--- config.mk ---
export PLATFORM = sky130hd
export DESIGN_NAME = multicycle_main_control
export DESIGN_NICKNAME = d
export VERILOG_FILES = /design/src/rtl/ctrl_pkg.sv /design/src/rtl/opcode_decoder.sv /design/src/rtl/multicycle_main_control.sv
export SDC_FILE = /design/constraint.sdc
export NUM_CORES = 1
export LEC_CHECK = 0
export CAP_MARGIN = 20
export CORE_UTILIZATION = 46
export DETAILED_ROUTE_END_ITERATION = 16
export HOLD_SLACK_MARGIN = 0.15
export PLACE_DENSITY = 0.79
export RECOVER_POWER = 100
export SYNTH_ARGS = -nofsm -noshare
export SYNTH_HDL_FRONTEND = slang
export SYNTH_SLANG_ARGS = --single-unit
export TNS_END_PERCENT = 20
--- constraint.sdc ---
create_clock -name clk -period 2.3 [get_ports clk]
set_input_delay 0.46 -clock clk [delete_from_list [all_inputs] [get_ports clk]]
set_output_delay 0.46 -clock clk [all_outputs]
set_load 0.005 [all_outputs]
--- src/rtl/ctrl_pkg.sv ---
// Shared types and encodings for the multicycle main control FSM and its opcode decoder.
package ctrl_pkg;

  typedef enum logic [3:0] {
    S_FETCH,
    S_DECODE,
    S_EXEC_R,
    S_EXEC_I,
    S_MEM_ADDR,
    S_MEM_RD,
    S_MEM_WR,
    S_WB_ALU,
    S_WB_MEM,
    S_BRANCH,
    S_JUMP,
    S_HALT
  } state_t;

  // Instruction class chosen in DECODE; selects the post-decode path through the FSM.
  typedef enum logic [2:0] {
    CLS_RTYPE,
    CLS_ALUI,
    CLS_LOAD,
    CLS_STORE,
    CLS_BRANCH,
    CLS_JUMP,
    CLS_ILLEGAL
  } cls_t;

  localparam logic [5:0] OP_RTYPE = 6'b000000;
  localparam logic [5:0] OP_LW    = 6'b100011;
  localparam logic [5:0] OP_SW    = 6'b101011;
  localparam logic [5:0] OP_BEQ   = 6'b000100;
  localparam logic [5:0] OP_J     = 6'b000010;
  localparam logic [5:0] OP_ADDI  = 6'b001000;
  localparam logic [5:0] OP_ANDI  = 6'b001100;
  localparam logic [5:0] OP_ORI   = 6'b001101;
  localparam logic [5:0] OP_SLTI  = 6'b001010;

  localparam logic [2:0] ALUOP_ADD   = 3'b000;
  localparam logic [2:0] ALUOP_SUB   = 3'b001;
  localparam logic [2:0] ALUOP_RTYPE = 3'b010;
  localparam logic [2:0] ALUOP_AND   = 3'b011;
  localparam logic [2:0] ALUOP_OR    = 3'b100;
  localparam logic [2:0] ALUOP_SLT   = 3'b111;

endpackage

--- src/rtl/opcode_decoder.sv ---
// Combinational opcode decode: ALUOpcode class, next-state class and illegal flag.
module opcode_decoder
  import ctrl_pkg::*;
#(
  parameter int OPW  = 6,
  parameter int AOPW = 3
) (
  input  logic [OPW-1:0]  opcode,
  output logic [AOPW-1:0] alu_class,
  output cls_t            next_cls,
  output logic            illegal
);

  always_comb begin
    alu_class = ALUOP_ADD;
    next_cls  = CLS_ILLEGAL;
    illegal   = 1'b1;
    case (opcode)
      OP_RTYPE: begin alu_class = ALUOP_RTYPE; next_cls = CLS_RTYPE;  illegal = 1'b0; end
      OP_LW:    begin alu_class = ALUOP_ADD;   next_cls = CLS_LOAD;   illegal = 1'b0; end
      OP_SW:    begin alu_class = ALUOP_ADD;   next_cls = CLS_STORE;  illegal = 1'b0; end
      OP_ADDI:  begin alu_class = ALUOP_ADD;   next_cls = CLS_ALUI;   illegal = 1'b0; end
      OP_BEQ:   begin alu_class = ALUOP_SUB;   next_cls = CLS_BRANCH; illegal = 1'b0; end
      OP_ANDI:  begin alu_class = ALUOP_AND;   next_cls = CLS_ALUI;   illegal = 1'b0; end
      OP_ORI:   begin alu_class = ALUOP_OR;    next_cls = CLS_ALUI;   illegal = 1'b0; end
      OP_SLTI:  begin alu_class = ALUOP_SLT;   next_cls = CLS_ALUI;   illegal = 1'b0; end
      // Jump does not use the ALU; ADD keeps ALUControl in a benign mode.
      OP_J:     begin alu_class = ALUOP_ADD;   next_cls = CLS_JUMP;   illegal = 1'b0; end
      default:  ;
    endcase
  end

endmodule

--- src/rtl/multicycle_main_control.sv ---
// Multicycle main control FSM: sequences fetch/decode/execute/memory/writeback.
// Define ILLEGAL_TRAP_EN to halt on illegal opcodes (adds illegal_halt); otherwise they retire as NOPs.
module multicycle_main_control
  import ctrl_pkg::*;
#(
  parameter int OPW  = 6,
  parameter int AOPW = 3
) (
  input  logic            clk,
  input  logic            rst,
  input  logic [OPW-1:0]  opcode,
  input  logic [OPW-1:0]  funct,
  input  logic            zero,
  input  logic            mem_ready,
  output logic [AOPW-1:0] ALUOpcode,
  output logic [OPW-1:0]  ALUOperation,
  output logic            ir_write,
  output logic            pc_write,
  output logic            pc_branch,
  output logic            pc_jump,
  output logic            mem_read,
  output logic            mem_write,
  output logic            reg_write,
  output logic            reg_dst,
  output logic            mem_to_reg,
  output logic            alu_src_imm,
  output logic            instr_done
`ifdef ILLEGAL_TRAP_EN
  ,
  output logic            illegal_halt
`endif
);

`ifdef ILLEGAL_TRAP_EN
  localparam state_t ILLEGAL_NEXT    = S_HALT;
  localparam logic   ILLEGAL_RETIRES = 1'b0;
`else
  localparam state_t ILLEGAL_NEXT    = S_FETCH;
  localparam logic   ILLEGAL_RETIRES = 1'b1;
`endif

  state_t          state;
  cls_t            cls_q;
  logic [AOPW-1:0] dec_class;
  cls_t            dec_cls;
  logic            dec_illegal;

  opcode_decoder #(
    .OPW  (OPW),
    .AOPW (AOPW)
  ) u_dec (
    .opcode    (opcode),
    .alu_class (dec_class),
    .next_cls  (dec_cls),
    .illegal   (dec_illegal)
  );

  // State register plus the ALUControl inputs, which only change in DECODE.
  always_ff @(posedge clk) begin
    if (rst) begin
      state        <= S_FETCH;
      cls_q        <= CLS_RTYPE;
      ALUOpcode    <= '0;
      ALUOperation <= '0;
    end else begin
      case (state)
        S_FETCH: if (mem_ready) state <= S_DECODE;
        S_DECODE: begin
          ALUOpcode    <= dec_class;
          ALUOperation <= funct;
          cls_q        <= dec_cls;
          if (dec_illegal) begin
            state <= ILLEGAL_NEXT;
          end else begin
            case (dec_cls)
              CLS_RTYPE:           state <= S_EXEC_R;
              CLS_ALUI:            state <= S_EXEC_I;
              CLS_LOAD, CLS_STORE: state <= S_MEM_ADDR;
              CLS_BRANCH:          state <= S_BRANCH;
              CLS_JUMP:            state <= S_JUMP;
              default:             state <= ILLEGAL_NEXT;
            endcase
          end
        end
        S_EXEC_R, S_EXEC_I: state <= S_WB_ALU;
        S_MEM_ADDR: state <= (cls_q == CLS_STORE) ? S_MEM_WR : S_MEM_RD;
        S_MEM_RD:   if (mem_ready) state <= S_WB_MEM;
        S_MEM_WR:   if (mem_ready) state <= S_FETCH;
        S_WB_ALU, S_WB_MEM, S_BRANCH, S_JUMP: state <= S_FETCH;
        S_HALT:     state <= S_HALT;
        default:    state <= S_FETCH;
      endcase
    end
  end

  // Strobes decode from state; reset masks them so an in-flight access is dropped.
  always_comb begin
    ir_write    = 1'b0;
    pc_write    = 1'b0;
    pc_branch   = 1'b0;
    pc_jump     = 1'b0;
    mem_read    = 1'b0;
    mem_write   = 1'b0;
    reg_write   = 1'b0;
    reg_dst     = 1'b0;
    mem_to_reg  = 1'b0;
    alu_src_imm = 1'b0;
    instr_done  = 1'b0;
    if (!rst) begin
      case (state)
        S_FETCH: begin
          mem_read = 1'b1;
          ir_write = mem_ready;
          pc_write = mem_ready;
        end
        S_DECODE:   instr_done  = ILLEGAL_RETIRES & dec_illegal;
        S_EXEC_I,
        S_MEM_ADDR: alu_src_imm = 1'b1;
        S_MEM_RD:   mem_read    = 1'b1;
        S_MEM_WR: begin
          mem_write  = 1'b1;
          instr_done = mem_ready;
        end
        S_WB_ALU: begin
          reg_write  = 1'b1;
          reg_dst    = (cls_q == CLS_RTYPE);
          instr_done = 1'b1;
        end
        S_WB_MEM: begin
          reg_write  = 1'b1;
          mem_to_reg = 1'b1;
          instr_done = 1'b1;
        end
        S_BRANCH: begin
          pc_branch  = zero;
          instr_done = 1'b1;
        end
        S_JUMP: begin
          pc_jump    = 1'b1;
          instr_done = 1'b1;
        end
        default: ;
      endcase
    end
  end

`ifdef ILLEGAL_TRAP_EN
  assign illegal_halt = !rst && (state == S_HALT);
`endif

endmodule

port_nets.png
Drawn at 10 px/µm.
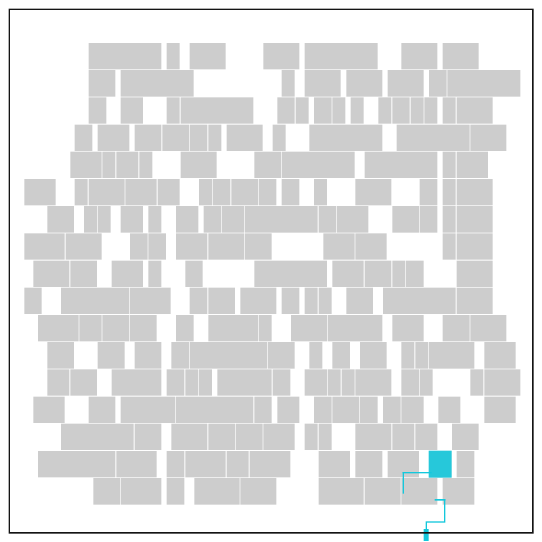
| color | port | bits | direction | edge | end cells | buffers | wire |
|---|---|---|---|---|---|---|---|
| cyan | mem_read | 1 | output | bottom | 1 | 1 | 10.4 µm |

==> flow_metrics.env <==
# implementation run metrics
export IMPL_outcome="finished clean"
export IMPL_yosys_register_bits=16
export IMPL_groute_layer_met2_usage_pct=41.67
export IMPL_netSwitchingPower_uw=230.7
export IMPL_dominantRegCellSynth="dfxtp_1"
export IMPL_wl_met2_um=1598
export IMPL_comb_cell_power_uw=254
export IMPL_worst_relative_slew_slack_pct=60.86
export IMPL_grt_max_degree=19
export IMPL_clockPowerShare_pct=24.7
export IMPL_final_antenna_net_count=0
export IMPL_peakVddDrop_mv=0.3292
export IMPL_cts_htree_levels=1
export IMPL_cts_post_setup_buffers_inserted=0
export IMPL_crit_end="instr_done"
export IMPL_power_group_top="registers"
export IMPL_grt_setup_unrepaired="yes"
export IMPL_fin_nets=218
export IMPL_grt_first_pass_wirelength_um=5126
export IMPL_syn_area_per_cell_um2=7.249
export IMPL_worst_setup_path_startpoint="opcode[3]"
export IMPL_vias_in_the_first_global_route=1198
export IMPL_cellPowerDensity_mw_per_mm2=448.8
export IMPL_timing_rr_end="state[1]"
export IMPL_netlist_area_mm2=0.001160
export IMPL_tritoncts="built"
export IMPL_critical_path_max_fanout=2
export IMPL_die_area_mm2=0.002726
export IMPL_worstSetupPathType="input port to output pin"
export IMPL_critical_hold_path_startpoint="ALUOpcode[2]"
export IMPL_gr_usage_all_layers_pct=25.08
export IMPL_drv_cap=0
export IMPL_yosys_cell_types_count=44
export IMPL_maxUsedRoutingLayer="met4"
export IMPL_clk_power_uw=187
export IMPL_fin_crit_sh_pct=97.94
export IMPL_endpoint_with_the_worst_hold_slack="ALUOpcode[2]"
export IMPL_syn2layout_area_growth_pct=44.98
export IMPL_ctsHoldBuffers=0
export IMPL_yosysChipArea_mm2=0.001160
export IMPL_p_sw_share_pct=30.57
export IMPL_numClockSinks=16
export IMPL_numPlacedInstances=224
export IMPL_gp_congestion=0.8436
export IMPL_cp_required_ps=1840
export IMPL_ys_warn_count=0
export IMPL_worst_hold_path_class="register to register"
export IMPL_fmax_mhz=443.9
export IMPL_hpwl_um=2295
export IMPL_fp_dieW_um=52.22
export IMPL_worst_r2r_setup_slack_ps=180
export IMPL_critical_path_slowest_cell="or4b_4"
export IMPL_cts_resized=24
export IMPL_crit_path_max_incr_delay_ps=480
export IMPL_sum_of_overflow_across_all_layers_after_global_routing=0
export IMPL_worst_setup_hold_path_clk_slew_ps=100
export IMPL_postSynthSeqShare_pct=27.62
export IMPL_number_of_cell_instances_after_yosys_synthesis=160
export IMPL_routed_wire_length_per_instance_um=13.86
export IMPL_reg2reg_depth=5
export IMPL_crit_cells=6
export IMPL_timing_critical_path_buf_inv=2
export IMPL_floorplan_core_util_pct=50.49
export IMPL_slew_viol_final=0
export IMPL_top_level_ports=36
metal_stack.png
Drawn at 8 px/µm. Only two layers are drawn.
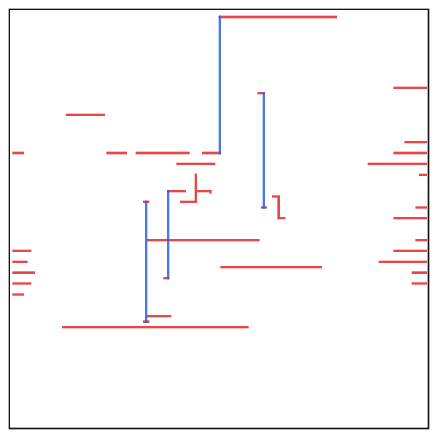
| color | layer | wire length |
|---|---|---|
| red | met3 | 149 µm |
| blue | met4 | 57.1 µm |

## synth_stat cells, drive strengths merged, types with 2 or more instances
| cell type | number | area [µm²] |
|---|---|---|
| nand2 | 23 | 86.33 |
| a21oi | 16 | 80.08 |
| dfxtp | 16 | 320.3 |
| buf | 14 | 75.07 |
| nor2 | 13 | 48.80 |
| o21ai | 8 | 40.03 |
| clkbuf | 6 | 22.52 |
| nor3 | 6 | 41.29 |
| nor4 | 6 | 37.54 |
| a211oi | 5 | 37.54 |
| nand2b | 4 | 25.02 |
| nand3 | 4 | 20.02 |
| nor2b | 4 | 25.02 |
| a211o | 3 | 26.28 |
| inv | 3 | 11.26 |
| a22oi | 2 | 15.01 |
| a31o | 2 | 17.52 |
| nand4b | 2 | 17.52 |
| or2 | 2 | 12.51 |
| or4b | 2 | 20.02 |
| xor2 | 2 | 17.52 |
## cell families (layout without fill, tap and decap cells)
family,after synthesis,count (layout),synth area share [%]
mux,1,1,0.8630
xor+xnor,2,2,1.511
buf+inv,23,64,9.385
flops,16,16,27.62
simple gates,72,72,33.44
compound gates,46,46,27.19
## through the flow
stage	hold WS (ps)	setup slack, ps	setup TNS, ps	utilization (%)	instance area [µm²]
after global routing	482.8	-12.61	-12.61	73.20	1682
after global placement	441.1	-775.2	-1204	69.88	1605
after detailed placement	446.2	-809.7	-1488	69.88	1605
after floorplan	450.4	85.92	0	-	1160
final	455.6	47.31	0	73.20	1682
after CTS	458.8	-116.9	-116.9	72.11	1657
## registers in the layout, summed over array words and instances (netlist names)
signal	count
ALUOperation	6
ALUOpcode	3
state	4
cls_q	3
## area by class of cell
class,count,area [µm²]
repair buffers,57,521.8
well taps,28,35.03
inverters,3,11.26
flip-flops and latches,16,324.1
multi-input cells,121,753.2
clock buffers,4,36.28
fillers,195,615.6
